<file path="config.mk">
export PLATFORM = sky130hd
export DESIGN_NAME = ram_wr_port_ctrl
export DESIGN_NICKNAME = d
export VERILOG_FILES = /design/src/rtl/ram_wr_port_ctrl_pkg.sv /design/src/rtl/ram_wr_port_ctrl_arb.sv /design/src/rtl/ram_wr_port_ctrl.sv
export SDC_FILE = /design/constraint.sdc
export NUM_CORES = 1
export LEC_CHECK = 0
export ABC_AREA = 1
export CAP_MARGIN = 20
export CORE_MARGIN = 2
export CORE_UTILIZATION = 40
export DETAILED_ROUTE_END_ITERATION = 12
export GPL_TIMING_DRIVEN = 0
export PLACE_DENSITY = 0.78
export SYNTH_ARGS = -nofsm -noshare
export SYNTH_HDL_FRONTEND = slang
export SYNTH_SLANG_ARGS = --single-unit
</file>
<file path="constraint.sdc">
create_clock -name clockCore -period 3.1 [get_ports clockCore]
set_input_delay 0.31 -clock clockCore [delete_from_list [all_inputs] [get_ports clockCore]]
set_output_delay 0.31 -clock clockCore [all_outputs]
set_load 0.03 [all_outputs]
</file>
<file path="src/rtl/ram_wr_port_ctrl_pkg.sv">
// ram_wr_port_ctrl_pkg: state encoding, grant IDs and address-width helper
// shared by the RAM write-port controller and other RAM wrappers.
package ram_wr_port_ctrl_pkg;
    typedef enum logic [1:0] {INIT_START, SWEEP, READY} ctrlState;
    localparam logic GRANT_A = 1'b0;
    localparam logic GRANT_B = 1'b1;
    function automatic int addrWidthOf(input int depth);
        return (depth <= 2) ? 1 : $clog2(depth);
    endfunction
endpackage

</file>
<file path="src/rtl/ram_wr_port_ctrl_arb.sv">
// rr_arb2: combinational two-way round-robin arbiter; a tie goes to the
// requester that did not win last time.
module rr_arb2
    import ram_wr_port_ctrl_pkg::*;
(
    input  logic reqA,
    input  logic reqB,
    input  logic lastGrant,
    output logic grantA,
    output logic grantB
);
    assign grantA = reqA && (!reqB || lastGrant == GRANT_B);
    assign grantB = reqB && (!reqA || lastGrant == GRANT_A);
endmodule

</file>
<file path="src/rtl/ram_wr_port_ctrl.sv">
// ram_wr_port_ctrl: sole driver of a RAM write port; fills every word after
// reset or flush, then round-robins writes from requesters A and B.
module ram_wr_port_ctrl
    import ram_wr_port_ctrl_pkg::*;
#(
    parameter int DEPTH = 32,
    parameter int DATAWIDTH = 32,
    localparam int ADDRWIDTH = addrWidthOf(DEPTH)
) (
    input  logic                 clockCore,
    input  logic                 resetCore,
    input  logic [DATAWIDTH-1:0] initValue,
    input  logic                 flushReq,
    output logic                 initDone,
    input  logic                 reqA,
    input  logic [ADDRWIDTH-1:0] addrA,
    input  logic [DATAWIDTH-1:0] dataA,
    output logic                 ackA,
    input  logic                 reqB,
    input  logic [ADDRWIDTH-1:0] addrB,
    input  logic [DATAWIDTH-1:0] dataB,
    output logic                 ackB,
    output logic                 ramEnWr,
    output logic [ADDRWIDTH-1:0] ramWrAddr,
    output logic [DATAWIDTH-1:0] ramWrData
);
    localparam logic [ADDRWIDTH-1:0] LAST_ADDR = ADDRWIDTH'(DEPTH - 1);

    ctrlState state, stateNext;
    logic [ADDRWIDTH-1:0] sweepCnt, sweepCntNext;
    logic [DATAWIDTH-1:0] fillValue, fillValueNext;
    logic lastGrant, lastGrantNext;
    logic initDoneNext, ackANext, ackBNext, ramEnWrNext;
    logic [ADDRWIDTH-1:0] ramWrAddrNext;
    logic [DATAWIDTH-1:0] ramWrDataNext;
    logic grantA, grantB;

    rr_arb2 arb (
        .reqA     (reqA),
        .reqB     (reqB),
        .lastGrant(lastGrant),
        .grantA   (grantA),
        .grantB   (grantB)
    );

    always_comb begin
        stateNext     = state;
        sweepCntNext  = sweepCnt;
        fillValueNext = fillValue;
        lastGrantNext = lastGrant;
        initDoneNext  = initDone;
        ackANext      = 1'b0;
        ackBNext      = 1'b0;
        ramEnWrNext   = 1'b0;
        ramWrAddrNext = ramWrAddr;
        ramWrDataNext = ramWrData;
        // A flush outranks sweep completion and user requests alike
        if (state == INIT_START || flushReq) begin
            stateNext     = SWEEP;
            sweepCntNext  = '0;
            fillValueNext = initValue;
            initDoneNext  = 1'b0;
            ramEnWrNext   = 1'b1;
            ramWrAddrNext = '0;
            ramWrDataNext = initValue;
        end else if (state == SWEEP) begin
            if (sweepCnt == LAST_ADDR) begin
                stateNext    = READY;
                initDoneNext = 1'b1;
            end else begin
                sweepCntNext  = sweepCnt + 1'b1;
                ramEnWrNext   = 1'b1;
                ramWrAddrNext = sweepCnt + 1'b1;
                ramWrDataNext = fillValue;
            end
        end else if (grantA || grantB) begin
            ackANext      = grantA;
            ackBNext      = grantB;
            ramEnWrNext   = 1'b1;
            ramWrAddrNext = grantA ? addrA : addrB;
            ramWrDataNext = grantA ? dataA : dataB;
            lastGrantNext = grantA ? GRANT_A : GRANT_B;
        end
    end

    always_ff @(posedge clockCore or negedge resetCore) begin
        if (!resetCore) begin
            state     <= INIT_START;
            sweepCnt  <= '0;
            fillValue <= '0;
            lastGrant <= GRANT_B;
            initDone  <= 1'b0;
            ackA      <= 1'b0;
            ackB      <= 1'b0;
            ramEnWr   <= 1'b0;
            ramWrAddr <= '0;
            ramWrData <= '0;
        end else begin
            state     <= stateNext;
            sweepCnt  <= sweepCntNext;
            fillValue <= fillValueNext;
            lastGrant <= lastGrantNext;
            initDone  <= initDoneNext;
            ackA      <= ackANext;
            ackB      <= ackBNext;
            ramEnWr   <= ramEnWrNext;
            ramWrAddr <= ramWrAddrNext;
            ramWrData <= ramWrDataNext;
        end
    end
endmodule

</file>
==> images/logic_types.png <==
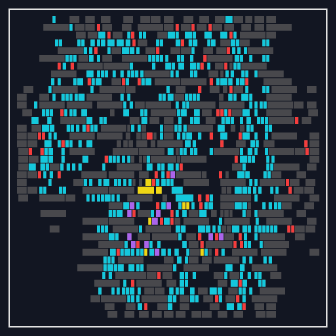
colour	family	cells
yellow	nor cells	8
purple	aoi and oai cells	12
red	inv cells	78
cyan	nand cells	437
final std cells w/o fill: 969
logic share of the area: 31.4%
leading cell type in the layout, fill and taps excluded: sky130_fd_sc_hd__nand2_1

==> images/placement_by_type.png <==
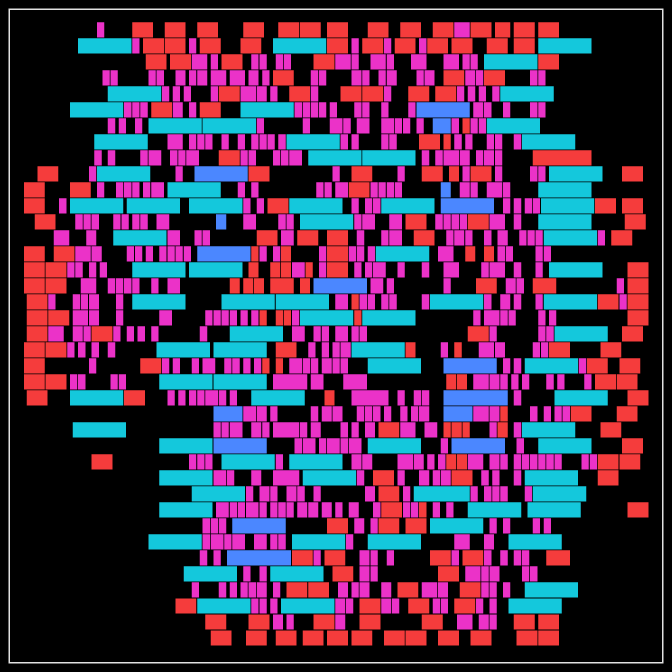
colour	class	cells
red	remaining buffers and delay cells	191
cyan	sequential cells	80
blue	clock drivers and dummy loads	16
magenta	combinational and other logic	539
number of placement rows: 39
Core Area: 11,300 sq um
Layout Cell Area excl Fill: 6620 sq um

==> images/flops_by_reg.png <==
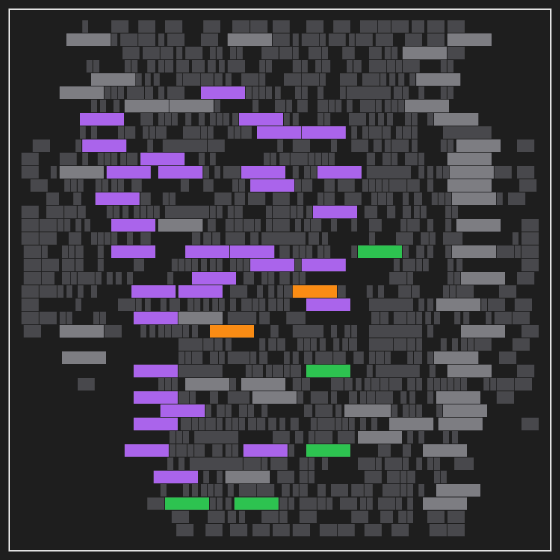
colour	netlist name	sequential cells
green	ramWrAddr	5
orange	state	2
purple	fillValue	32
not coloured	41

==> images/clk_routes.png <==
Scale bar: 20 microns.
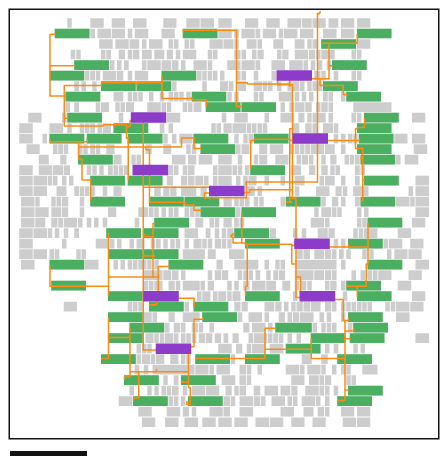
[orange] clock wires | length: 1,060 microns
[purple] clock drivers | count: 9
[green] flip-flops | count: 80
flops lie	spread over the die
routed clock nets	10

==> images/clocks.png <==
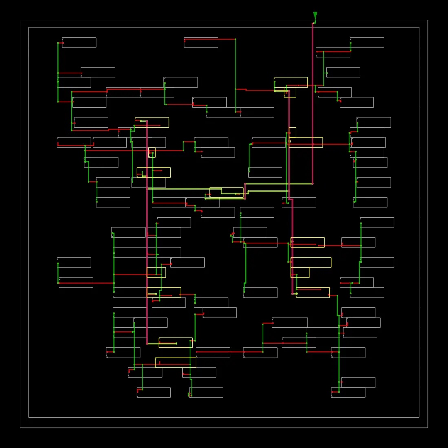
number of buffers created by CTS: 9
clock latency on the worst-skew pair: 0.34 ns
Clock Power: 1170 uW
clock buffers: 11
final sequential cell count: 80

==> results.tsv <==
stage	metric	value	unit
drt	DR iter-0 viols	205	
synth	synthesis-stage register bit count	80	
synth	AND-OR/OR-AND share of the synthesized area	1.34	%
floorplanning	fp_density	40.5	%
timing	Final Hold Fails	0	
synth	ys cells	657	
setup_path	most used cell, CP	sky130_fd_sc_hd__nand2_1	
global_routing	met1 track demand over resource in global routing	31.0	%
setup_path	total stage count of the critical path	10	
synth	post-synthesis instance area	4560	sq um
final_layout	Final Util	58.7	%
setup_path	cell-by-cell trace of the critical path	ha_1 > nand2_1 > nor2_1 > ha_1 > inv_1 > nand2_1 > nand3_4 > buf_2 > nand2_1 > nand2_1	
synth	top cells by area in the synthesized netlist	sky130_fd_sc_hd__dfrtp_1, sky130_fd_sc_hd__nand2_1, sky130_fd_sc_hd__inv_1	
setup_path	WP data arrival	2.22	ns
final_layout	area occupied by registers	2000	sq um
global_routing	gr usage total	22.9	%
floorplanning	Tap Cells	143	
final_layout	Layout Area Growth over Synthesis	45.1	%
global_routing	pin count of the biggest net entering global routing	55	
status	result of the run	completed	
setup_path	Register-to-Register Path Depth	10	
setup_path	FF-to-FF setup slack	1.15	ns
setup_path	Worst Setup SP	sweepCnt[0]	
final_layout	area of the multi-input gates	2080	sq um
setup_path	kind of launch point of the worst setup path	register	
drt	Via Count	4724	
synth	Synth Instances	657	
timing	setup-violating endpoint count in the final report	0	
drt	DRC viols	0	
setup_path	combined buffer and inverter count along the critical path	2	
synth	post-synth tally of flip-flops with integrated enable	0	
synth	count leader, synth	sky130_fd_sc_hd__nand2_1	
global_routing	via count of the first global-routing pass	4583	
## cells in the final DEF (no fill, tap or decap)
| master | Yosys | routed |
|---|---|---|
| sky130_fd_sc_hd__nand2_1 | 318 | 318 |
| sky130_fd_sc_hd__clkdlybuf4s50_1 | 0 | 150 |
| sky130_fd_sc_hd__dfrtp_1 | 79 | 79 |
| sky130_fd_sc_hd__inv_1 | 74 | 74 |
| sky130_fd_sc_hd__nand3_1 | 52 | 52 |
| sky130_fd_sc_hd__nand4_1 | 33 | 33 |
| sky130_fd_sc_hd__nand3b_1 | 32 | 32 |
| sky130_fd_sc_hd__buf_2 | 19 | 19 |
| sky130_fd_sc_hd__clkbuf_1 | 12 | 12 |
| sky130_fd_sc_hd__clkbuf_16 | 0 | 9 |
| sky130_fd_sc_hd__nor2_1 | 5 | 5 |
| sky130_fd_sc_hd__o21ai_0 | 5 | 5 |
| sky130_fd_sc_hd__a21oi_1 | 4 | 4 |
| sky130_fd_sc_hd__buf_1 | 4 | 4 |
| sky130_fd_sc_hd__inv_2 | 3 | 3 |
| sky130_fd_sc_hd__buf_6 | 3 | 3 |
| sky130_fd_sc_hd__nor2_2 | 2 | 2 |
| sky130_fd_sc_hd__o21ai_1 | 2 | 2 |
| sky130_fd_sc_hd__ha_1 | 2 | 2 |
| sky130_fd_sc_hd__bufinv_16 | 0 | 2 |
| sky130_fd_sc_hd__clkbuf_8 | 0 | 2 |
| sky130_fd_sc_hd__clkinv_2 | 0 | 2 |
| sky130_fd_sc_hd__or2_2 | 1 | 1 |
| sky130_fd_sc_hd__nand2_4 | 1 | 1 |
| sky130_fd_sc_hd__nand3_4 | 1 | 1 |
| sky130_fd_sc_hd__nor3_4 | 1 | 1 |
| sky130_fd_sc_hd__inv_4 | 1 | 1 |
| sky130_fd_sc_hd__and2_1 | 1 | 1 |
| sky130_fd_sc_hd__o22ai_1 | 1 | 1 |
| sky130_fd_sc_hd__clkinv_4 | 0 | 1 |
| sky130_fd_sc_hd__dlygate4sd3_1 | 0 | 1 |
| sky130_fd_sc_hd__buf_4 | 0 | 1 |
| sky130_fd_sc_hd__dfstp_2 | 1 | 1 |
| sky130_fd_sc_hd__buf_16 | 0 | 1 |
## report_power, final
group          internal [uW]  switching, uW
combinational            366            455
sequential              1160           66.3
clock                    748            424
total                   2280            945
## registers in the layout (all words and copies together), names as in the netlist
signal,cells
lastGrant,1
ackA,1
sweepCnt,5
fillValue,32
ramEnWr,1
ramWrAddr,5
ackB,1
ramWrData,32
state,2
## repair_timing
item | 4_1_cts | 5_1_grt
endpoints found under the hold margin | 25 | 0
gates resized | 0 | 0
endpoints found under the setup margin | 0 | 0
hold buffers | 1 | 0
## metal layers
metal,vias up,share of wire [%]
met2,141,47
met5,-,0
met3,39,4.4
li1,2377,-
met1,2167,45
met4,0,4.0
## stage by stage
step	instance area [sq um]	hold WS, ns
after CTS	6620	0.429
final	6620	0.433
after global routing	6620	0.467
after global placement	6250	0.453
after floorplan	4560	0.0144
after detailed placement	6280	0.243
Power and IR drop assume default switching activity.
